$ cat src/rtl/alarm_set_bank.sv
// alarm_set_bank: NUM_CH alarm times (hh:mm) with one shared button setter.
// The setter uses edge detect plus hold-to-auto-repeat. The bank also holds
// per-channel arm bits and one-cycle hit pulses.
// Optional feature macro ALARM_SET_DEC_EN adds a 'dec' input. While dec is
// high, every setter event decrements the field instead of incrementing it.

// One alarm channel: stored time, arm bit, match edge -> hit pulse.
module alarm_ch (
  input  logic       clk,
  input  logic       rst_n,
  input  logic       ev,        // apply one step to this channel
  input  logic       ev_min,    // 1: step minute, 0: step hour
  input  logic       dec,
  input  logic       tgl,
  input  logic       set_en,
  input  logic [5:0] cur_hour,
  input  logic [5:0] cur_min,
  output logic [5:0] hour,
  output logic [5:0] minute,
  output logic       armed,
  output logic       hit
);
  logic match, match_q;

  assign match = armed && (hour == cur_hour) && (minute == cur_min) && !set_en;

  // Time/arm storage and rising-edge detect of the match condition.
  always_ff @(posedge clk or negedge rst_n) begin
    if (!rst_n) begin
      hour    <= '0;
      minute  <= '0;
      armed   <= 1'b0;
      match_q <= 1'b0;
      hit     <= 1'b0;
    end else begin
      if (ev && ev_min)
        minute <= dec ? ((minute == 6'd0) ? 6'd59 : minute - 6'd1)
                      : ((minute == 6'd59) ? 6'd0 : minute + 6'd1);
      if (ev && !ev_min)
        hour <= dec ? ((hour == 6'd0) ? 6'd23 : hour - 6'd1)
                    : ((hour == 6'd23) ? 6'd0 : hour + 6'd1);
      if (tgl) armed <= ~armed;
      match_q <= match;
      hit     <= match && !match_q;
    end
  end
endmodule

module alarm_set_bank #(
  parameter int NUM_CH        = 4,
  parameter int HOLD_CYCLES   = 50000000,
  parameter int REPEAT_CYCLES = 10000000,
  parameter int SEL_W         = 2
) (
  input  logic              clk,
  input  logic              rst_n,
  input  logic              set_en,
  input  logic [SEL_W-1:0]  ch_sel,
  input  logic              hour_set,
  input  logic              min_set,
  input  logic              arm_tgl,
`ifdef ALARM_SET_DEC_EN
  input  logic              dec,
`endif
  input  logic [5:0]        cur_hour,
  input  logic [5:0]        cur_min,
  output logic [5:0]        sel_hour,
  output logic [5:0]        sel_min,
  output logic [3:0]        hour_tens,
  output logic [3:0]        hour_ones,
  output logic [3:0]        min_tens,
  output logic [3:0]        min_ones,
  output logic [NUM_CH-1:0] armed,
  output logic [NUM_CH-1:0] alarm_hit
);
  localparam int CNT_MAX = (HOLD_CYCLES > REPEAT_CYCLES) ? HOLD_CYCLES : REPEAT_CYCLES;
  localparam int CNT_W   = $clog2(CNT_MAX) + 1;

  typedef enum logic [1:0] {IDLE, HOLD, REPEAT} state_t;

  logic dec_w;
`ifdef ALARM_SET_DEC_EN
  assign dec_w = dec;
`else
  assign dec_w = 1'b0;
`endif

  state_t             state;
  logic               act_min;
  logic [CNT_W-1:0]   cnt;
  logic               hr_q, mn_q, at_q, rdy;
  logic [SEL_W-1:0]   ch_sel_q;
  logic               hr_rise, mn_rise, at_rise;
  logic               sel_ok, abort, ev, ev_min;
  logic [NUM_CH-1:0]  ev_ch, tgl_ch;
  logic [NUM_CH-1:0][5:0] hour_v, min_v;

  // rdy blocks edge detection on the first cycle after reset so a button
  // already held through reset release is not seen as a fresh press.
  assign hr_rise = rdy && hour_set && !hr_q;
  assign mn_rise = rdy && min_set  && !mn_q;
  assign at_rise = rdy && arm_tgl  && !at_q;
  assign sel_ok  = ({1'b0, ch_sel} < (SEL_W+1)'(NUM_CH));
  assign abort   = !(act_min ? min_set : hour_set) || !set_en || (ch_sel != ch_sel_q);

  // Step-event decode: press edge in IDLE, counter terminal count otherwise.
  always_comb begin
    ev     = 1'b0;
    ev_min = act_min;
    case (state)
      IDLE: begin
        if (set_en && hr_rise) begin
          ev = 1'b1; ev_min = 1'b0;
        end else if (set_en && mn_rise && !hour_set) begin
          ev = 1'b1; ev_min = 1'b1;
        end
      end
      HOLD:    ev = !abort && (cnt == CNT_W'(HOLD_CYCLES - 1));
      REPEAT:  ev = !abort && (cnt == CNT_W'(REPEAT_CYCLES - 1));
      default: ev = 1'b0;
    endcase
  end

  // Input edge registers and previous channel select.
  always_ff @(posedge clk or negedge rst_n) begin
    if (!rst_n) begin
      hr_q <= 1'b0; mn_q <= 1'b0; at_q <= 1'b0; rdy <= 1'b0;
      ch_sel_q <= '0;
    end else begin
      hr_q <= hour_set; mn_q <= min_set; at_q <= arm_tgl; rdy <= 1'b1;
      ch_sel_q <= ch_sel;
    end
  end

  // Hold / auto-repeat FSM tracking a single active button.
  always_ff @(posedge clk or negedge rst_n) begin
    if (!rst_n) begin
      state   <= IDLE;
      act_min <= 1'b0;
      cnt     <= '0;
    end else begin
      case (state)
        IDLE: if (ev) begin
          state <= HOLD; act_min <= ev_min; cnt <= '0;
        end
        HOLD: begin
          if (abort) begin
            state <= IDLE; cnt <= '0;
          end else if (cnt == CNT_W'(HOLD_CYCLES - 1)) begin
            state <= REPEAT; cnt <= '0;
          end else cnt <= cnt + 1'b1;
        end
        REPEAT: begin
          if (abort) begin
            state <= IDLE; cnt <= '0;
          end else if (cnt == CNT_W'(REPEAT_CYCLES - 1)) cnt <= '0;
          else cnt <= cnt + 1'b1;
        end
        default: state <= IDLE;
      endcase
    end
  end

  for (genvar i = 0; i < NUM_CH; i++) begin : g_ch
    assign ev_ch[i]  = ev && sel_ok && (ch_sel == SEL_W'(i));
    assign tgl_ch[i] = at_rise && set_en && sel_ok && (ch_sel == SEL_W'(i));
    alarm_ch u_ch (
      .clk(clk), .rst_n(rst_n), .ev(ev_ch[i]), .ev_min(ev_min), .dec(dec_w),
      .tgl(tgl_ch[i]), .set_en(set_en), .cur_hour(cur_hour), .cur_min(cur_min),
      .hour(hour_v[i]), .minute(min_v[i]), .armed(armed[i]), .hit(alarm_hit[i])
    );
  end

  // Selected-channel readout; an out-of-range select reads zero.
  always_comb begin
    sel_hour = '0;
    sel_min  = '0;
    for (int i = 0; i < NUM_CH; i++)
      if (ch_sel == SEL_W'(i)) begin
        sel_hour = hour_v[i];
        sel_min  = min_v[i];
      end
  end

  assign hour_tens = 4'(sel_hour / 6'd10);
  assign hour_ones = 4'(sel_hour % 6'd10);
  assign min_tens  = 4'(sel_min / 6'd10);
  assign min_ones  = 4'(sel_min % 6'd10);
endmodule

$ cat config.mk
export PLATFORM = sky130hd
export DESIGN_NAME = alarm_set_bank
export DESIGN_NICKNAME = d
export VERILOG_FILES = /design/src/rtl/alarm_set_bank.sv
export SDC_FILE = /design/constraint.sdc
export NUM_CORES = 1
export LEC_CHECK = 0
export ABC_AREA = 1
export CORE_UTILIZATION = 50
export CTS_CLUSTER_SIZE = 28
export DETAILED_ROUTE_END_ITERATION = 6
export GPL_TIMING_DRIVEN = 0
export MAX_ROUTING_LAYER = met4
export PLACE_DENSITY = 0.75
export SETUP_SLACK_MARGIN = 0.1
export SYNTH_ARGS = -nofsm -noshare
export SYNTH_HDL_FRONTEND = slang
export SYNTH_SLANG_ARGS = --single-unit
$ cat constraint.sdc
create_clock -name clk -period 3.53 [get_ports clk]
set_input_delay 0.353 -clock clk [delete_from_list [all_inputs] [get_ports clk]]
set_output_delay 0.353 -clock clk [all_outputs]
set_load 0.03 [all_outputs]
Figure 1. Floorplan with the power grid.
Scale: 3 px per um. Pins as bars on the die edge.
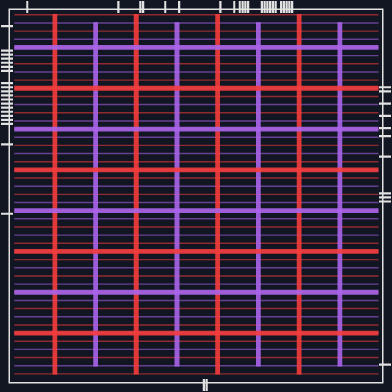
VSS: shown in red. VDD: shown in purple.
45 met1 rails follow the rows. 8 straps on met4. 8 straps on met5. The core has 44 rows.

Figure 2. Placement density heat map.
Scale: 3 px per um. 12 x 12 tiles, from black (low) to pale yellow (high), 0 to 100% covered.
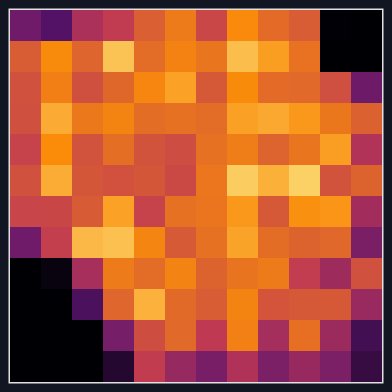
15% of the tiles are over 75% full. The emptiest ninth of the die: lower left. The fullest tile reaches 90%. The mean over all tiles is 55%.

==> flow_metrics.tcl <==
# yosys + openroad results
set metrics [dict create \
    status "finished clean" \
    achievable-frequency_mhz 304.1 \
    yosys.area.top_type_share_pct 32.27 \
    vdd_ir_drop_max_v 0.0003181 \
    postSynthRegisterBits 96 \
    wl_met1_mm 9.908 \
    layout_top_cell_excl_fill_tap "sky130_fd_sc_hd__nand2_1" \
    top_area_cell_class "logic gates" \
    grt_setup_unrepaired "yes" \
    timing.final.ws_setup_ns 0.2419 \
    fillers 1365 \
    groute.usage.overall_pct 28.99 \
    drtAntennaViolNets 0 \
    timing_worst_setup_path_type "in2out" \
    fin_area_mm2 0.008686 \
    seq_area_frac_synth_pct 32.27 \
    dr.pass1.iters 6 \
    drtIter0Drc 811 \
    layout_top_cells_excl_fill_tap "sky130_fd_sc_hd__nand2_1, sky130_fd_sc_hd__inv_1, sky130_fd_sc_hd__nand3_1" \
    worstMarginPinSlew_ns 0.6567 \
    setup_viol 0 \
    powerDensity_mw_per_mm2 465.0 \
    cts_num_sinks 96 \
    yosys-top-cells-area "sky130_fd_sc_hd__dfrtp_1, sky130_fd_sc_hd__nand2_1, sky130_fd_sc_hd__nand3_1" \
    crit_path_end_kind "output pin" \
    placement_rows 44 \
    nonClockInverterCount 137 \
    area.sequential_mm2 0.002404 \
    clock_skew_ns 0.01496 \
    grt.overflow.total 0 \
    combGateArea_mm2 0.004279 \
    cts.htree.levels 3 \
    holdCritPathClass "in2async" \
    clock_tree_area_fraction_pct 3.616 \
    post_synth_num_cell_types 50 \
    ff_type "sky130_fd_sc_hd__dfrtp_1" \
    core_mm2 0.01453 \
    grt_antenna_before_repair 0 \
    layout.buffer.nonclock.area_share_pct 10.79 \
    dp.cells 1297 \
    worst_setup_hold_path_clk_slew_ns 0.07 \
    register_fraction_of_the_total_cell_area_pct 27.67 \
    finalHoldViolations 0 \
]
[repair_timing]
item                                    CTS  global route
endpoints found under the setup margin   10             9
hold buffers                              0             0
pin swaps                                 8             5
gates cloned                              0             0
resized                                  42             8
buffers inserted                         12             7
[final timing paths]
path / from / end / slack [ns]
worst max register to register: state[0] / g_ch[1].u_ch.minute[4] / 0.89
worst max-delay path: ch_sel[0] / hour_ones[3] / 0.24
max in group asynchronous: rst_n / g_ch[0].u_ch.minute[3] / 2.85
worst min register to register: g_ch[3].u_ch.match_q / g_ch[3].u_ch.hit / 0.41
min in group clk: ch_sel[1] / ch_sel_q[1] / 0.19
worst min-delay path: rst_n / cnt[20] / 0.002
[critical path, stage by stage]
cell	delay, ns
sky130_fd_sc_hd__dlygate4sd2_1	0.25
sky130_fd_sc_hd__buf_6	0.16
sky130_fd_sc_hd__nor2_4	0.23
sky130_fd_sc_hd__nand2_1	0.10
sky130_fd_sc_hd__nand3_2	0.09
sky130_fd_sc_hd__nand2_2	0.10
sky130_fd_sc_hd__nor2_4	0.11
sky130_fd_sc_hd__nand2_1	0.06
sky130_fd_sc_hd__nand2_1	0.08
sky130_fd_sc_hd__inv_1	0.06
sky130_fd_sc_hd__ha_1	0.18
sky130_fd_sc_hd__nand3_1	0.07
sky130_fd_sc_hd__nand3_1	0.08
sky130_fd_sc_hd__nand2_2	0.09
sky130_fd_sc_hd__nand3_1	0.08
sky130_fd_sc_hd__and2_1	0.19
sky130_fd_sc_hd__ha_1	0.19
sky130_fd_sc_hd__nand3b_1	0.15
sky130_fd_sc_hd__nand2_1	0.07
sky130_fd_sc_hd__nand2_1	0.05
sky130_fd_sc_hd__nand2_1	0.07
sky130_fd_sc_hd__buf_6	0.13
[metal layers]
metal / track usage (%) / up-vias
li1: - / 3636
met1: 41.68 / 3406
met2: 41.32 / 346
met3: 4.762 / 58
met4: 9.301 / 0
met5: - / -
[logic make-up (layout without fill, tap and decap cells)]
family          after synthesis  count (layout)  synth area share, %
simple gates                566             566                36.09
buf+inv                     182             266                10.74
compound gates              136             136                10.56
flops                        96              96                32.27
xor+xnor                     59              59                7.043
fa+ha+maj                    19              19                3.194
other cells                   2               3               0.1009
[sequential cells by signal (all words and copies together), names as in the netlist, 2 cells and up]
register and count:
ch_sel_q 2, cnt 27, g_ch.u_ch.armed 4, g_ch.u_ch.hit 4, g_ch.u_ch.hour 24, g_ch.u_ch.match_q 4, g_ch.u_ch.minute 24, state 2
[Yosys cell counts, drive strengths merged (3+ instances only)]
cell type,n
xor2,39
o22ai,23
o21ai,70
clkbuf,19
nand2,283
nor2,86
dfrtp,96
o211ai,4
nor3b,3
buf,26
a221oi,7
nand4,27
a21oi,23
xnor2,20
nand3,115
inv,135
nor4,9
nor3,37
nand3b,4
ha,19
[metrics by stage]
stage / setup TNS (ns) / hold WS (ns)
2_1_floorplan: 0 / 0.05741
3_3_place_gp: -164.22 / 0.3938
3_5_place_dp: -4.376 / 0.4036
4_1_cts: 0 / 0.03190
5_1_grt: 0 / 0.06290
6_report: 0 / 0.001975
[power by group]
| part | switching [uW] | internal (uW) |
|---|---|---|
| combinational | 1020 | 555 |
| sequential | 173 | 1220 |
| clock | 482 | 581 |
